### config.mk
export PLATFORM = sky130hd
export DESIGN_NAME = hazard_unit
export DESIGN_NICKNAME = d
export VERILOG_FILES = /design/src/rtl/hazard_unit.sv
export SDC_FILE = /design/constraint.sdc
export NUM_CORES = 1
export LEC_CHECK = 0
export CORE_MARGIN = 4
export CORE_UTILIZATION = 44
export CTS_CLUSTER_SIZE = 24
export DETAILED_ROUTE_END_ITERATION = 6
export GPL_TIMING_DRIVEN = 0
export PLACE_DENSITY = 0.81
export SKIP_LAST_GASP = 1
export SLEW_MARGIN = 20
export SYNTH_ARGS = -nofsm -noshare
export SYNTH_HDL_FRONTEND = slang
export SYNTH_SLANG_ARGS = --single-unit
### constraint.sdc
create_clock -name clk -period 1.85 [get_ports clk]
set_input_delay 0.185 -clock clk [delete_from_list [all_inputs] [get_ports clk]]
set_output_delay 0.185 -clock clk [all_outputs]
set_load 0.03 [all_outputs]
### src/rtl/hazard_unit.sv
// Pipeline hazard controller: load-use, branch redirect and data-memory stall handling.
// Outputs are combinational from the registered FSM state and the current inputs.
module hazard_unit #(
   parameter int BR_PENALTY  = 2,
   parameter int MEM_TIMEOUT = 255,
   parameter int CNT_W       = 16
) (
   input  logic             clk,
   input  logic             rst_n,
   input  logic [4:0]       IFID_Rs,
   input  logic [4:0]       IFID_Rt,
   input  logic [4:0]       IDEX_Rt,
   input  logic             IDEX_MemRead,
   input  logic             Branch_Taken,
   input  logic             Jump,
   input  logic             Mem_Req,
   input  logic             Mem_Ready,
   output logic             PC_Write,
   output logic             IFID_Write,
   output logic             IFID_Flush,
   output logic             IDEX_Bubble,
   output logic             Pipe_Hold,
   output logic [1:0]       State,
   output logic [CNT_W-1:0] Stall_Count,
   output logic             Mem_Err
);

   typedef enum logic [1:0] {
      ST_RUN      = 2'd0,
      ST_MEM_WAIT = 2'd1,
      ST_REDIRECT = 2'd2
   } state_t;

   localparam logic [2:0]       RD_LOAD_V = 3'(BR_PENALTY - 1);
   localparam logic [7:0]       TIMEOUT_V = 8'(MEM_TIMEOUT);
   localparam logic [CNT_W-1:0] CNT_MAX_V = {CNT_W{1'b1}};

   state_t     state_r, state_nxt_s;
   logic [2:0] rd_cnt_r, rd_cnt_nxt_s;
   logic [7:0] wait_cnt_r, wait_cnt_nxt_s;
   logic [CNT_W-1:0] stall_cnt_r;
   logic       mem_err_r;

   logic mem_stall_s, load_use_s;
   logic pc_write_s, ifid_write_s, flush_s, bubble_s, hold_s;
   logic err_set_s, stall_inc_s;

   // Hazard conditions decoded from the current inputs
   always_comb begin
      mem_stall_s = Mem_Req && !Mem_Ready;
      load_use_s  = IDEX_MemRead && (IDEX_Rt != 5'd0) &&
                    ((IDEX_Rt == IFID_Rs) || (IDEX_Rt == IFID_Rt));
   end

   // Next-state and raw control outputs
   always_comb begin
      state_nxt_s    = state_r;
      rd_cnt_nxt_s   = rd_cnt_r;
      wait_cnt_nxt_s = wait_cnt_r;
      pc_write_s     = 1'b1;
      ifid_write_s   = 1'b1;
      flush_s        = 1'b0;
      bubble_s       = 1'b0;
      hold_s         = 1'b0;
      case (state_r)
         ST_RUN: begin
            if (mem_stall_s) begin
               pc_write_s     = 1'b0;
               ifid_write_s   = 1'b0;
               hold_s         = 1'b1;
               state_nxt_s    = ST_MEM_WAIT;
               wait_cnt_nxt_s = 8'd1;
            end else if (Branch_Taken) begin
               flush_s  = 1'b1;
               bubble_s = 1'b1;
               if (BR_PENALTY > 1) begin
                  state_nxt_s  = ST_REDIRECT;
                  rd_cnt_nxt_s = RD_LOAD_V;
               end else begin
                  state_nxt_s = ST_RUN;
               end
            end else if (load_use_s) begin
               pc_write_s   = 1'b0;
               ifid_write_s = 1'b0;
               bubble_s     = 1'b1;
            end else if (Jump) begin
               flush_s = 1'b1;
            end else begin
               state_nxt_s = ST_RUN;
            end
         end
         ST_MEM_WAIT: begin
            if (Mem_Ready) begin
               state_nxt_s    = ST_RUN;
               wait_cnt_nxt_s = 8'd0;
            end else begin
               pc_write_s     = 1'b0;
               ifid_write_s   = 1'b0;
               hold_s         = 1'b1;
               wait_cnt_nxt_s = (wait_cnt_r == 8'hFF) ? 8'hFF : wait_cnt_r + 8'd1;
            end
         end
         ST_REDIRECT: begin
            // a memory stall freezes the redirect sequence where it stands
            if (mem_stall_s) begin
               pc_write_s   = 1'b0;
               ifid_write_s = 1'b0;
               hold_s       = 1'b1;
            end else begin
               flush_s = 1'b1;
               if (rd_cnt_r <= 3'd1) begin
                  state_nxt_s  = ST_RUN;
                  rd_cnt_nxt_s = 3'd0;
               end else begin
                  rd_cnt_nxt_s = rd_cnt_r - 3'd1;
               end
            end
         end
         default: begin
            state_nxt_s    = ST_RUN;
            rd_cnt_nxt_s   = 3'd0;
            wait_cnt_nxt_s = 8'd0;
         end
      endcase
   end

   // Outputs forced to pass-through defaults while reset is asserted
   always_comb begin
      if (!rst_n) begin
         PC_Write    = 1'b1;
         IFID_Write  = 1'b1;
         IFID_Flush  = 1'b0;
         IDEX_Bubble = 1'b0;
         Pipe_Hold   = 1'b0;
      end else begin
         PC_Write    = pc_write_s;
         IFID_Write  = ifid_write_s;
         IFID_Flush  = flush_s;
         IDEX_Bubble = bubble_s;
         Pipe_Hold   = hold_s;
      end
   end

   // Timeout and lost-cycle qualifiers
   always_comb begin
      err_set_s   = (state_nxt_s == ST_MEM_WAIT) && (wait_cnt_nxt_s >= TIMEOUT_V);
      stall_inc_s = (!PC_Write || IFID_Flush) && (stall_cnt_r != CNT_MAX_V);
   end

   // State, counters and sticky error register
   always_ff @(posedge clk or negedge rst_n) begin
      if (!rst_n) begin
         state_r     <= ST_RUN;
         rd_cnt_r    <= 3'd0;
         wait_cnt_r  <= 8'd0;
         stall_cnt_r <= {CNT_W{1'b0}};
         mem_err_r   <= 1'b0;
      end else begin
         state_r    <= state_nxt_s;
         rd_cnt_r   <= rd_cnt_nxt_s;
         wait_cnt_r <= wait_cnt_nxt_s;
         if (stall_inc_s) begin
            stall_cnt_r <= stall_cnt_r + {{(CNT_W-1){1'b0}}, 1'b1};
         end
         if (err_set_s) begin
            mem_err_r <= 1'b1;
         end
      end
   end

   assign State       = state_r;
   assign Stall_Count = stall_cnt_r;
   assign Mem_Err     = mem_err_r;

endmodule

==> flow_results.org, run 1 <==
* Flow results

** Status
- Result of the run :: complete, no violations

** Cells and area
- Flip-flop count of the largest register after layout :: 16
- Fraction of area in multi-input gates :: 0.4264
- The final layout contains about 290 nets.
- The sequential cells in the finished layout cover a total of 758.2 um2.
- Per the layout report, the design carries roughly 66 non-clock buffers.
- Share of cell area taken by flip-flops and latches :: 0.2737

** Hold path
- STA lists the startpoint of the worst hold path as Mem_Ready.
- Hold WC Path Type :: in -> reg
- The number of cells on the worst hold path is listed as 2.

** Detailed routing
- Per the detail_route report, routed wire per instance is around 16 um.
- The detailed router finished its first iteration with between 100 and 150 violations.
- The routed layout has 1,762 vias.
- The routed wirelength on the met1 layer is recorded as between 2 and 2.5 mm.
- The routed design shows a via density per instance of 5.541.

** Power and ir drop
- Power comes to 2886 uW.
- Combinational fraction of design power :: 0.444
- The script computed the net switching share of total power as 0.3832.
- Leakage power :: 0.001252 uW
- Cell Pwr Density :: 1042 nW/um2
- Internal power consumption :: about 1800 uW
- Summed over all sequential cells, the power is about 960 uW.
- The largest share of the power goes to combinational logic.

** Clock network
- Num CTS Buffers :: 5

** Synthesis
- Most common cell in the synthesized netlist :: sky130_fd_sc_hd__dfrtp_1
- Of the combinational cells, the family taking the most area is simple AND/OR/NAND/NOR gates.
- Cell types with the largest area share after synthesis :: sky130_fd_sc_hd__dfrtp_1 42%, sky130_fd_sc_hd__xnor2_1 7.8%, sky130_fd_sc_hd__xor2_1 4.8%, sky130_fd_sc_hd__and3_1 4.2%, sky130_fd_sc_hd__nand2_1 3.9%
- Of the post-synthesis cell area, the dominant cell type holds 0.4152.
- In this run the mean area of a mapped cell was roughly 9 um2.
- Share of cell area taken by muxes after synthesis :: 0.006228
- The cell-mix breakdown from Yosys lists the adder-cell area share as 0.02768.
- Fraction of synthesized cell area in xor and xnor cells :: 0.1260
- Top FF cell, synth :: sky130_fd_sc_hd__dfrtp_1
- Library cell occupying the most area in the post-synthesis netlist :: sky130_fd_sc_hd__dfrtp_1
- After synthesis, the share of flip-flops with an asynchronous set or reset is 1.000.

** Setup path
- Broken down by cell family, the worst path's largest delay share belongs to simple AND/OR/NAND/NOR gates.
- Launch instance of the worst register-to-register path :: State[1]$_DFF_PN0_
- Largest incremental delay on the critical path :: roughly 0.47 ns
- Type of destination of the critical path :: flop
- Data arrives at the worst endpoint at slightly above 2 ns.
- Instance count on the critical path :: 7

** GRT
- Total global routing track utilization :: 0.1891
- First-pass GRT wire length :: between 7 and 8 mm
- Largest net degree at the start of global routing :: 31
- Summed over all layers, the global routing overflow is 0.

** STA
- The last timing report of the flow puts the setup violation total at 0.

** Place
- Final estimated routing congestion in global placement :: about 0.76

** Die
- According to the floorplan report, the total die area is about 5200 um2.
run_1/cell_classes.png
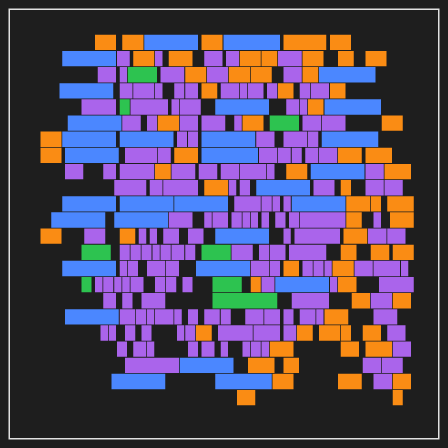
all other logic -> purple  # cells 164, share of their area 45%
clock drivers and dummy loads -> green  # cells 8, share of their area 4.0%
other buffers and delay cells -> orange  # cells 66, share of their area 23%
flip-flops -> blue  # cells 30, share of their area 28%
Placement Rows: 23
core area: 4000 um2
post-route core utilization: 0.6925

run_1/density.png
7 x 7 tiles, from black (low) to pale yellow (high), 0 to 100% covered.
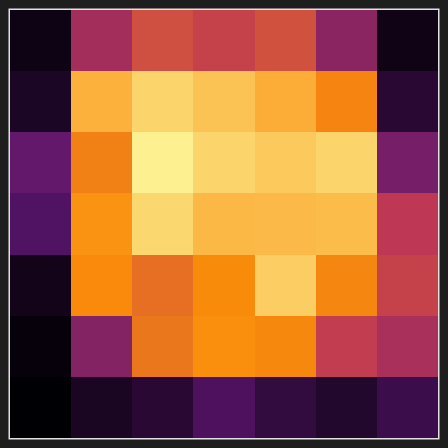
fullest tile = 97%
densest ninth of the die = middle
nearly empty tiles = 4.1%
mean over tiles = 52%

run_1/drive_strength.png
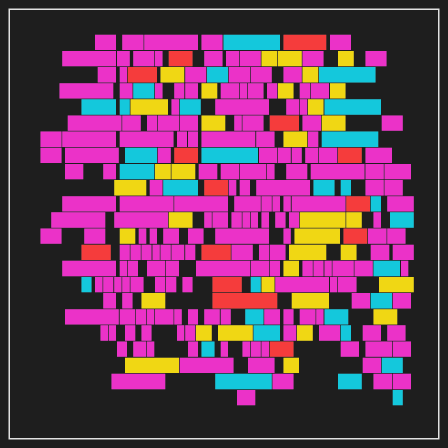
drive 1 or less -> magenta  # cells 190, share 71%
drive 3 to 4 -> yellow  # cells 34, share 13%
drive 2 -> cyan  # cells 30, share 11%
drive 6 and up -> red  # cells 14, share 5.2%
post-route worst setup slack: 0.04775 ns
finished layout cell area: 2770 um2

==> run 2, diff against run 1 <==
--- a/config.mk
+++ b/config.mk
@@ -10,6 +10,7 @@
 export CTS_CLUSTER_SIZE = 24
 export DETAILED_ROUTE_END_ITERATION = 6
 export GPL_TIMING_DRIVEN = 0
+export HOLD_SLACK_MARGIN = 0.12
 export PLACE_DENSITY = 0.81
 export SKIP_LAST_GASP = 1
 export SLEW_MARGIN = 20
run_2/density.png
7 x 7 tiles, from black (low) to pale yellow (high), 0 to 100% covered.
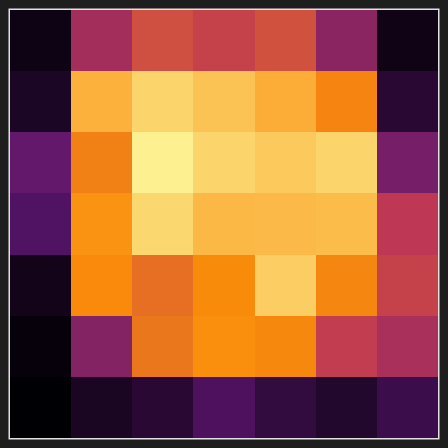
emptiest ninth of the die = bottom left
densest ninth of the die = middle
tiles over 75% full = 31%
fullest tile = 97%
mean over tiles = 52%
starting utilization of the core area: 0.4520

run_2/registers.png
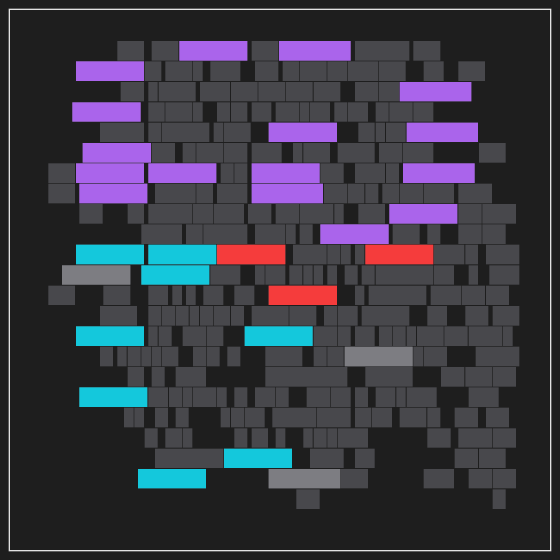
rd_cnt_r -> red  # sequential cells 3
wait_cnt_r -> cyan  # sequential cells 8
Stall_Count -> purple  # sequential cells 16
Seq. pwr: 957 uW
sequential cell area in the final layout: 758.2 um2
share of cell area taken by flip-flops and latches: 0.2737

==> run 2 against run 1 <==
Utilization is the same. Largest power group unchanged. Worst setup slack did not move. Critical path depth unchanged. Critical path type unchanged. Largest cell class unchanged.
==> flow_results.org, run 2 <==
* Flow results

** Die
- Placement Rows :: 23
- The total area inside the core boundary comes to roughly 4000 um2.

** Power and ir drop
- Internal power consumption :: about 1800 uW
- Top pwr grp :: combinational logic

** Detailed routing
- Via density per instance :: about 5.5
- For this block, wires on met1 add up to about 2.1 mm.
- DR vias :: about 1,800
- Per the log, the first TritonRoute iteration ended with a DRC count of 103.

** GRT
- First-pass GRT wire length :: slightly below 8 mm

** Status
- The run finished with clean final reports.

** Cells and area
- Post-route core utilization :: 0.6925
- Total of plain and repair buffers excluding clock buffers :: ~66
- The final layout contains around 300 nets.
- Fraction of area in multi-input gates :: 0.4264

** Synthesis
- Proportion of synthesized flip-flops having asynchronous set or reset :: 1.000
- The area fraction of the largest cell type after synthesis is 0.4152.
- Adder-cell share of the synthesized area :: 0.02768
- The synthesis run identifies the leading combinational cell family as simple AND/OR/NAND/NOR gates.

** Hold path
- STA reports the tightest min-delay check as being of type in -> reg.
- The number of cells on the worst hold path is listed as 2.

** Setup path
- Broken down by cell family, the worst path's largest delay share belongs to simple AND/OR/NAND/NOR gates.
- The critical path runs through a total of 7 cells.

** STA
- Post-route worst setup slack :: 0.04775 ns
Power figures rest on the tool's default switching activity, not on a simulated workload.
